==> config.mk <==
export PLATFORM = sky130hd
export DESIGN_NAME = reg_bank_8x32_wr
export DESIGN_NICKNAME = d
export VERILOG_FILES = /design/src/rtl/reg_bank_8x32_wr.sv
export SDC_FILE = /design/constraint.sdc
export NUM_CORES = 1
export LEC_CHECK = 0
export CAP_MARGIN = 15
export CORE_MARGIN = 4
export CORE_UTILIZATION = 46
export DETAILED_ROUTE_END_ITERATION = 16
export HOLD_SLACK_MARGIN = 0.05
export PLACE_DENSITY_LB_ADDON = 0.12
export SYNTH_ARGS = -nofsm -noshare
export SYNTH_HDL_FRONTEND = slang
export SYNTH_SLANG_ARGS = --single-unit
==> constraint.sdc <==
create_clock -name clk -period 2.4 [get_ports clk]
set_input_delay 0.36 -clock clk [delete_from_list [all_inputs] [get_ports clk]]
set_output_delay 0.36 -clock clk [all_outputs]
set_load 0.005 [all_outputs]
==> src/rtl/reg_bank_8x32_wr.sv <==
// Write side of the 8x32 register bank: valid/ready write port with byte enables,
// plus a sequenced clear-all that walks one register per cycle.
module reg_bank_8x32_wr #(
    parameter logic [31:0] RST_VAL = 32'h0000_0000
) (
    input  logic        clk,
    input  logic        reset,
    input  logic        wr_valid,
    output logic        wr_ready,
    input  logic [2:0]  wr_sel,
    input  logic [31:0] wr_data,
    input  logic [3:0]  wr_be,
    input  logic        clr_all,
    output logic [31:0] q0,
    output logic [31:0] q1,
    output logic [31:0] q2,
    output logic [31:0] q3,
    output logic [31:0] q4,
    output logic [31:0] q5,
    output logic [31:0] q6,
    output logic [31:0] q7,
    output logic [7:0]  reg_vld,
    output logic        wr_done,
    output logic        clr_done
);

    typedef enum logic [1:0] {
        IDLE  = 2'd0,
        WRITE = 2'd1,
        CLEAR = 2'd2
    } state_t;

    state_t      state;
    logic [2:0]  cnt;
    logic [2:0]  sel_q;
    logic [31:0] data_q;
    logic [3:0]  be_q;
    logic [31:0] regs [8];

    always_ff @(posedge clk) begin
        if (reset) begin
            state    <= IDLE;
            cnt      <= 3'd0;
            sel_q    <= 3'd0;
            data_q   <= 32'h0;
            be_q     <= 4'h0;
            reg_vld  <= 8'h00;
            wr_done  <= 1'b0;
            clr_done <= 1'b0;
            // NOTE: the bank is a set of flops, not a RAM, so every entry can and must take RST_VAL here.
            for (int i = 0; i < 8; i++) begin
                regs[i] <= RST_VAL;
            end
        end else begin
            // NOTE: non-blocking throughout; pulses default low and are raised only by the states below.
            wr_done  <= 1'b0;
            clr_done <= 1'b0;
            case (state)
                IDLE: begin
                    if (clr_all) begin
                        state <= CLEAR;
                        cnt   <= 3'd0;
                    end else if (wr_valid) begin
                        sel_q  <= wr_sel;
                        data_q <= wr_data;
                        be_q   <= wr_be;
                        state  <= WRITE;
                    end
                end
                WRITE: begin
                    for (int b = 0; b < 4; b++) begin
                        if (be_q[b]) begin
                            regs[sel_q][8*b +: 8] <= data_q[8*b +: 8];
                        end
                    end
                    if (be_q != 4'h0) begin
                        reg_vld[sel_q] <= 1'b1;
                    end
                    wr_done <= 1'b1;
                    state   <= IDLE;
                end
                CLEAR: begin
                    regs[cnt]    <= RST_VAL;
                    reg_vld[cnt] <= 1'b0;
                    cnt          <= cnt + 3'd1;
                    if (cnt == 3'd7) begin
                        clr_done <= 1'b1;
                        state    <= IDLE;
                    end
                end
                default: state <= IDLE;
            endcase
        end
    end

    assign wr_ready = (state == IDLE);

    assign q0 = regs[0];
    assign q1 = regs[1];
    assign q2 = regs[2];
    assign q3 = regs[3];
    assign q4 = regs[4];
    assign q5 = regs[5];
    assign q6 = regs[6];
    assign q7 = regs[7];

endmodule
**Where the registers sit**

The bar under the picture is 50 um long.
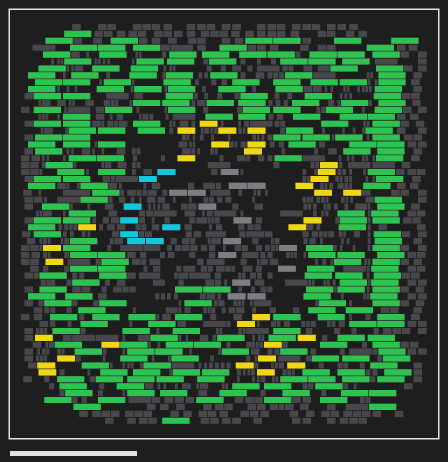
color	netlist name	placed flops
cyan	reg_vld	8
green	regs	256
yellow	data_q	32
not colored	14

==> flow_summary.json <==
{
  "top_area_cell": "edfxtp_1",
  "crit_arrival_ps": 2380,
  "rsz0062_at_grt": "no",
  "grt.total_usage": 0.2279,
  "critical-path-top-delay-family": "AND-OR/OR-AND gates",
  "dp_slack_ps": 86.07,
  "layout_top_cells": "308 x clkdlybuf4s50_1, 256 x edfxtp_1, 173 x nor2_1",
  "leakage_nw": 5.779,
  "post_cts_buffers": 0,
  "drv_cap": 0,
  "avgRoutedWirePerCell_um": 20.42,
  "ys_cells": 916,
  "inverters": 2,
  "yosysChipArea_um2": 11860,
  "cp.depth": 4,
  "clk_share": 0.05819,
  "worstHoldStart": "reset",
  "tightest_slew_ps": 943.8,
  "fp_util": 0.4694,
  "min_period_ps": 2209,
  "endpoint": "regs[0][26]$_SDFFCE_PN0P_",
  "top_logic_kind": "simple AND/OR/NAND/NOR gates",
  "finalCritPeriodShare": 0.9206,
  "nWellTaps": 330,
  "fin_cells": 1615,
  "met3_usage": 0.07099,
  "nClkBuffers": 44,
  "antenna_found_initial": 0,
  "antenna_cells": 0,
  "p_total_mw": 11.72,
  "synth_cell_type_count": 39,
  "max-slew-margin-rel": 0.3670,
  "final_nets": 1305,
  "fin_util": 0.6564,
  "grt_pass1_wl_um": 49930,
  "top_usage_layer": "met2",
  "route.met2.wl_um": 15690,
  "drt_first_pass_iters": 5,
  "use_met1": 0.3035,
  "ys_sh_mux": 0.004327,
  "fa_ha_area_frac": 0.002111,
  "sh_seq_area": 0.5289,
  "wl_met3_um": 3300,
  "crit_required_ps": 2570,
  "cts_buffers": 31,
  "cp-start-kind": "flop",
  "h-tree-depth": 1,
  "pg_clk_mw": 4.54,
  "ios": 310,
  "internal_power_mw": 9.181,
  "yosysSeqAreaShare": 0.7396,
  "coreArea_um2": 25250,
  "ys_sh_aoi": 0.04813,
  "fin_area_um2": 16580,
  "tool_warnings": 26,
  "path_class": "flop to flop",
  "place_hpwl_um": 24770,
  "ff_type": "edfxtp_1",
  "top_regs": "regs x256, data_q x32, reg_vld x8",
  "setup_slack_ps": 190.7,
  "critPathCaptureType": "flop",
  "lay_top_count": "clkdlybuf4s50_1",
  "dominant_cells": "flip-flops and latches",
  "yosys.cell_count.top_type": "edfxtp_1",
  "holdPathEnd": "cnt[1]$_SDFFE_PP0P_",
  "area_growth_pct": 39.83,
  "nonClkBufAreaFrac": 0.2139,
  "cp_max_fo": 8,
  "combGateArea_um2": 2878,
  "peakVddDrop_v": 0.0006127,
  "comb_share": 0.1736,
  "common_cells": "256 x edfxtp_1, 173 x nor2_1, 98 x and2_1, 80 x nand2_1, 71 x a21oi_1",
  "regArea_um2": 8768,
  "synth_area_um2": 11860,
  "fmax_ghz": 0.4526,
  "worst_path_largest_cell_delay_ps": 600,
  "placed_cell_area_um2": 15600,
  "cts_buffer_depth": 3,
  "netlist.area_leader.share": 0.6484,
  "n_fill_cell": 1996,
  "switchingPower_mw": 2.534,
  "ys_sh_xor": 0,
  "routabilityCongestion": 0.8504,
  "slowest_stage": "a21oi_1",
  "p_comb_frac": 0.085,
  "die_h_um": 168.5,
  "cts_hold_buf": 0,
  "netlist_instances": 916,
  "regMostFlops": "regs",
  "yosys_register_bits": 310,
  "status": "complete, no violations",
  "io_buffer_count": 309,
  "swShare": 0.2163,
  "num_vias": 8357
}
**Placement by cell class**

The bar under the picture is 50 um long.
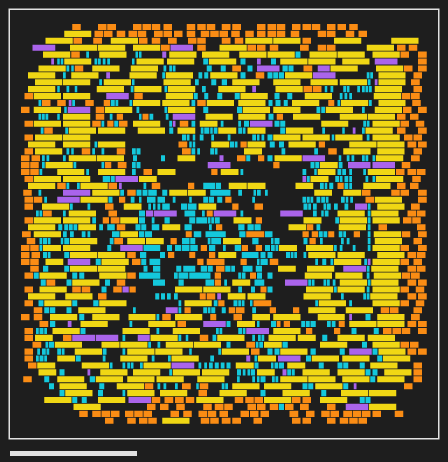
color	class	cells	share of their area
purple	clock drivers and dummy loads	58	6.0%
yellow	flip-flops	310	54%
cyan	all other logic	552	18%
orange	other buffers and delay cells	365	22%

